File: config.mk
export PLATFORM = sky130hd
export DESIGN_NAME = stream64b_to_32b_unpacker
export DESIGN_NICKNAME = d
export VERILOG_FILES = /design/src/rtl/stream64b_to_32b_unpacker_pkg.sv /design/src/rtl/stream64b_to_32b_unpacker_lane_slice_mux.sv /design/src/rtl/stream64b_to_32b_unpacker.sv
export SDC_FILE = /design/constraint.sdc
export NUM_CORES = 1
export LEC_CHECK = 0
export ABC_AREA = 1
export CAP_MARGIN = 20
export CORE_MARGIN = 4
export CORE_UTILIZATION = 44
export CTS_CLUSTER_SIZE = 12
export DETAILED_ROUTE_END_ITERATION = 8
export GPL_TIMING_DRIVEN = 0
export MAX_ROUTING_LAYER = met4
export PLACE_DENSITY = 0.89
export SETUP_SLACK_MARGIN = 0.2
export SYNTH_ARGS = -nofsm -noshare
export SYNTH_HDL_FRONTEND = slang
export SYNTH_SLANG_ARGS = --single-unit
File: constraint.sdc
create_clock -name clk -period 1.3 [get_ports clk]
set_input_delay 0.26 -clock clk [delete_from_list [all_inputs] [get_ports clk]]
set_output_delay 0.26 -clock clk [all_outputs]
set_load 0.05 [all_outputs]
File: src/rtl/stream64b_to_32b_unpacker_pkg.sv
// Shared constants for the activation stream packer/unpacker pair.
//   ACT_DATA_WIDTH : bits per activation lane
//   N_DIM_ARRAY    : lanes in one wide activation-memory word
//   UNPACK_RATIO   : narrow beats per wide word at the default configuration
//   BEAT_W         : width of the beat counter at the default configuration
//   unpack_state_e : holding-register occupancy for the unpacker
package stream64b_to_32b_unpacker_pkg;

  localparam int unsigned ACT_DATA_WIDTH = 8;
  localparam int unsigned N_DIM_ARRAY    = 8;
  localparam int unsigned UNPACK_RATIO   = 2;
  localparam int unsigned BEAT_W         = $clog2(UNPACK_RATIO);

  typedef enum logic {
    ST_EMPTY = 1'b0,
    ST_FULL  = 1'b1
  } unpack_state_e;

endpackage

File: src/rtl/stream64b_to_32b_unpacker_lane_slice_mux.sv
// Generic wide-to-narrow lane selector.
//   in_word  : IN_LANES lanes of LANE_W bits
//   sel      : index of the OUT_LANES-wide group to forward (group 0 = lowest lanes)
//   out_word : selected OUT_LANES lanes, copied bit-exactly
module lane_slice_mux #(
  parameter int unsigned LANE_W    = 8,
  parameter int unsigned IN_LANES  = 8,
  parameter int unsigned OUT_LANES = 4,
  parameter int unsigned SEL_W     = 1
) (
  input  logic [IN_LANES*LANE_W-1:0]  in_word,
  input  logic [SEL_W-1:0]            sel,
  output logic [OUT_LANES*LANE_W-1:0] out_word
);

  localparam int unsigned RATIO = IN_LANES / OUT_LANES;
  localparam int unsigned OUT_W = OUT_LANES * LANE_W;

  always_comb begin
    out_word = '0;
    for (int unsigned k = 0; k < RATIO; k++) begin
      if (sel == SEL_W'(k)) begin
        out_word = in_word[k*OUT_W +: OUT_W];
      end
    end
  end

endmodule

File: src/rtl/stream64b_to_32b_unpacker.sv
// Splits one wide activation word into RATIO = IN_LANES/OUT_LANES narrow beats,
// least-significant lanes first, with a per-beat address.
//   clk, reset (async, active-low), clear (sync flush of held word/beat count)
//   in_valid/in_ready/in_word/in_addr      : wide-word input handshake
//   out_valid/out_ready/out_word/out_addr  : narrow-beat output handshake
//   out_last                               : final beat of the current wide word
// Sustains one beat per cycle: the next word is accepted on the last beat.
module stream64b_to_32b_unpacker #(
  parameter int unsigned ACT_DATA_WIDTH = stream64b_to_32b_unpacker_pkg::ACT_DATA_WIDTH,
  parameter int unsigned IN_LANES       = 8,
  parameter int unsigned OUT_LANES      = 4,
  parameter int unsigned ADDR_WIDTH     = 32
) (
  input  logic                                   clk,
  input  logic                                   reset,
  input  logic                                   clear,
  input  logic                                   in_valid,
  output logic                                   in_ready,
  input  logic signed [IN_LANES*ACT_DATA_WIDTH-1:0]  in_word,
  input  logic        [ADDR_WIDTH-1:0]           in_addr,
  output logic                                   out_valid,
  input  logic                                   out_ready,
  output logic signed [OUT_LANES*ACT_DATA_WIDTH-1:0] out_word,
  output logic        [ADDR_WIDTH-1:0]           out_addr,
  output logic                                   out_last
);

  import stream64b_to_32b_unpacker_pkg::*;

  localparam int unsigned RATIO  = IN_LANES / OUT_LANES;
  localparam int unsigned BEAT_B = (RATIO > 1) ? $clog2(RATIO) : 1;
  localparam int unsigned IN_W   = IN_LANES * ACT_DATA_WIDTH;

  if ((RATIO < 2) || ((RATIO & (RATIO - 1)) != 0) || (IN_LANES % OUT_LANES != 0)) begin : g_bad_ratio
    $error("IN_LANES/OUT_LANES must be a power of two >= 2");
  end

  unpack_state_e           state_q, state_d;
  logic [BEAT_B-1:0]       beat_q, beat_d;
  logic [IN_W-1:0]         hold_word_q, hold_word_d;
  logic [ADDR_WIDTH-1:0]   hold_addr_q, hold_addr_d;

  logic accept;
  logic fire;

  always_ff @(posedge clk or negedge reset) begin
    if (!reset) begin
      state_q     <= ST_EMPTY;
      beat_q      <= '0;
      hold_word_q <= '0;
      hold_addr_q <= '0;
    end else begin
      state_q     <= state_d;
      beat_q      <= beat_d;
      hold_word_q <= hold_word_d;
      hold_addr_q <= hold_addr_d;
    end
  end

  lane_slice_mux #(
    .LANE_W    (ACT_DATA_WIDTH),
    .IN_LANES  (IN_LANES),
    .OUT_LANES (OUT_LANES),
    .SEL_W     (BEAT_B)
  ) u_lane_slice_mux (
    .in_word  (hold_word_q),
    .sel      (beat_q),
    .out_word (out_word)
  );

  // RATIO is a power of two and beat < RATIO, so hold_addr*RATIO + beat is a
  // shift with the beat filling the vacated low bits; the shift drops the
  // high bits, giving the modulo-2^ADDR_WIDTH wrap.
  assign out_addr = (hold_addr_q << BEAT_B) | ADDR_WIDTH'(beat_q);

  always_comb begin
    out_valid = (state_q == ST_FULL);
    out_last  = out_valid && (beat_q == BEAT_B'(RATIO - 1));
    in_ready  = (state_q == ST_EMPTY) || (out_last && out_ready);
    accept    = in_valid && in_ready;
    fire      = out_valid && out_ready;
  end

  always_comb begin
    state_d     = state_q;
    beat_d      = beat_q;
    hold_word_d = hold_word_q;
    hold_addr_d = hold_addr_q;
    if (clear) begin
      // Flush wins over any same-cycle accept; held data is left in place.
      state_d = ST_EMPTY;
      beat_d  = '0;
    end else begin
      unique case (state_q)
        ST_EMPTY: begin
          if (accept) begin
            hold_word_d = in_word;
            hold_addr_d = in_addr;
            beat_d      = '0;
            state_d     = ST_FULL;
          end
        end
        ST_FULL: begin
          if (fire) begin
            if (!out_last) begin
              beat_d = beat_q + BEAT_B'(1);
            end else if (accept) begin
              hold_word_d = in_word;
              hold_addr_d = in_addr;
              beat_d      = '0;
            end else begin
              beat_d  = '0;
              state_d = ST_EMPTY;
            end
          end
        end
        default: begin
          state_d = ST_EMPTY;
          beat_d  = '0;
        end
      endcase
    end
  end

endmodule

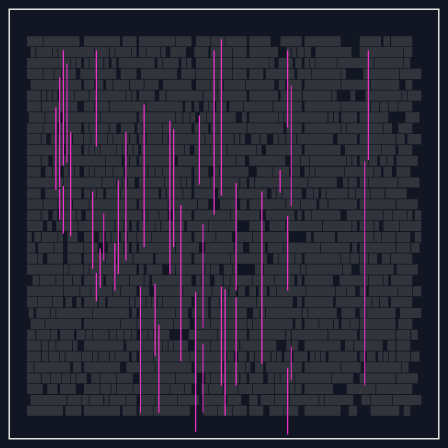
Fig. 1. Signal wires on met4.
Cells faint in the background.
- nets with wire on the layer: 34
- main direction: vertical
- longest straight run: 55.8 um
- share of all routed wire: 4.9%
- wire length on this layer: 996 um
Routed WL: 20.49 mm
vias after detailed routing: 5041

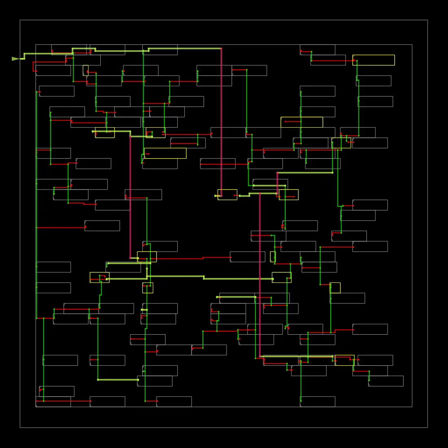
Fig. 2. Clock nets.
Seq cells: 97
Clock buffer cells: 11
CTS sink count: 97

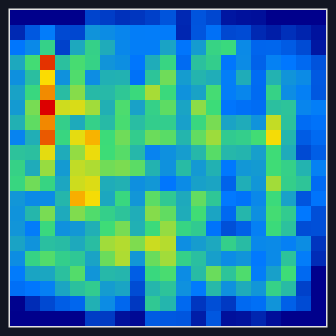
Fig. 3. Wire density map.
21 x 21 tiles, from dark blue (low) to red (high), scaled to the fullest tile. Values are wire area over tile area, all layers added.
- densest ninth of the die: left middle
- fullest tile: 0.85
- nearly empty tiles: 5.0%
- mean over tiles: 0.30
WL per Instance: 23.02 um
GR Util All Layers: 30.29%

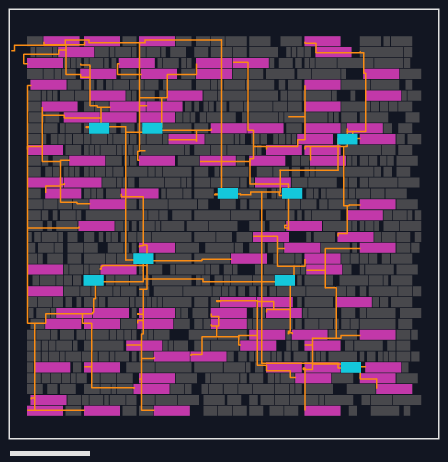
Fig. 4. Routed clock nets over the placement.
Bar = 20 um.
- clock drivers: cyan (count 9)
- flip-flops: magenta (count 97)
- clock wires: orange (length 1260 um)
- flops lie: all over the die
- routed clock nets: 10
clk_skew: 0.01581 ns
Latency at later pin: 0.38 ns

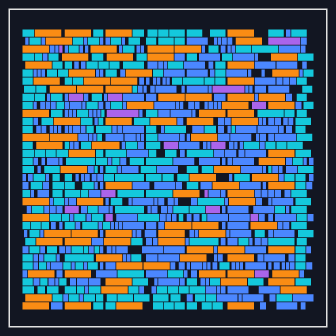
Fig. 5. Placement by cell class.
- flops: orange (cells 97; share of their area 28%)
- other buffers and delay cells: cyan (cells 245; share of their area 33%)
- combinational and other logic: blue (cells 403; share of their area 35%)
- clock drivers and dummy loads: purple (cells 16; share of their area 2.8%)
placeable core region: 0.009415 sq mm
Final Cell Area: 0.008736 sq mm
sequential share of cell area: 27.81%

==> impl_metrics.csv <==
group,metric,value,unit
setup_path,cp.depth,6,
yosys,most_common_cell,"nand2_1",
yosys,top_logic_kind,"simple AND/OR/NAND/NOR gates",
final_timing,max_slew_margin,52.26,%
power_and_ir_drop,comb_cell_power,5.67,mW
yosys,area_leaders,"dfrtp_1 (56%), nand2_1 (26%), nand3_1 (11%)",
yosys,ys_sh_mux,0,%
final_timing,fin_ws,-0.5602,ns
setup_path,max_stage_delay,0.46,ns
power_and_ir_drop,power_frac_comb,45.8,%
route,wl_met3,1.623,mm
placement,pre_cts_ws,-1.007,ns
route,routed_via_density,5.664,
final_timing,finalHoldViolCount,50,
clock_tree,clk_pin_slew,0.11,ns
final_layout,drive_gt1_share,42.18,%
final_layout,logic_area,0.002987,sq mm
setup_path,worst-path-max-fanout,10,
global_route,grt_util_met3,7.044,%
setup_path,critPathRequiredTime,1.04,ns
final_timing,setup_viol,131,
yosys,synth-simple-area-share,37.72,%
global_route,grt_overflow,0,
clock_tree,cts_tree,"done",
final_layout,largest_class,"multi-input combinational cells",
job,tool_warnings,32,
route,met1_length,7.146,mm
yosys,ys.warnings.count,0,
route,first_iter_violations,365,
min_path,worstHoldPathType,"input port to async pin",
clock_tree,cts_buffers,9,
setup_path,crit_chain,"buf_4 -> buf_16 -> nand3_2 -> nand2_4 -> buf_6 -> buf_8",
final_layout,comb_cells,396,
yosys,syn_nets,639,
final_layout,reg_top3,"hold_word_q: 64 flops, hold_addr_q: 31 flops",
power_and_ir_drop,powerDensity,1416,mW/mm^2
global_route,busiest_layer,"met2",
setup_path,rr_worst_depth,9,
placement,placed_area,0.007310,sq mm
final_layout,inv_count,7,
power_and_ir_drop,powerClk,2.40,mW
yosys,edf_count,0,
power_and_ir_drop,power_leakage,4.095,nW
setup_path,r2r_start,"beat_q",
run_status,status,"finished, violations left",
final_timing,worst_hold_slack,-0.09680,ns
global_route,use_met1,33.23,%
yosys,ys_seq_elements,97,
power_and_ir_drop,clockPowerShare,19.4,%
power_and_ir_drop,net-switching-power,5.048,mW
clock_tree,post_cts_buffers,13,
final_layout,signal_buffers,245,
clock_tree,cts_resized,563,
yosys,top_area_cell,"dfrtp_1",
run_status,violations,"negative hold slack, negative setup slack",
final_layout,final_nets,857,
final_layout,largest-register,"hold_word_q",
setup_path,path_class,"flip-flop to primary output",
final_layout,buffer_area_share,32.81,%
Power figures rest on the tool's default switching activity, not on a simulated workload.
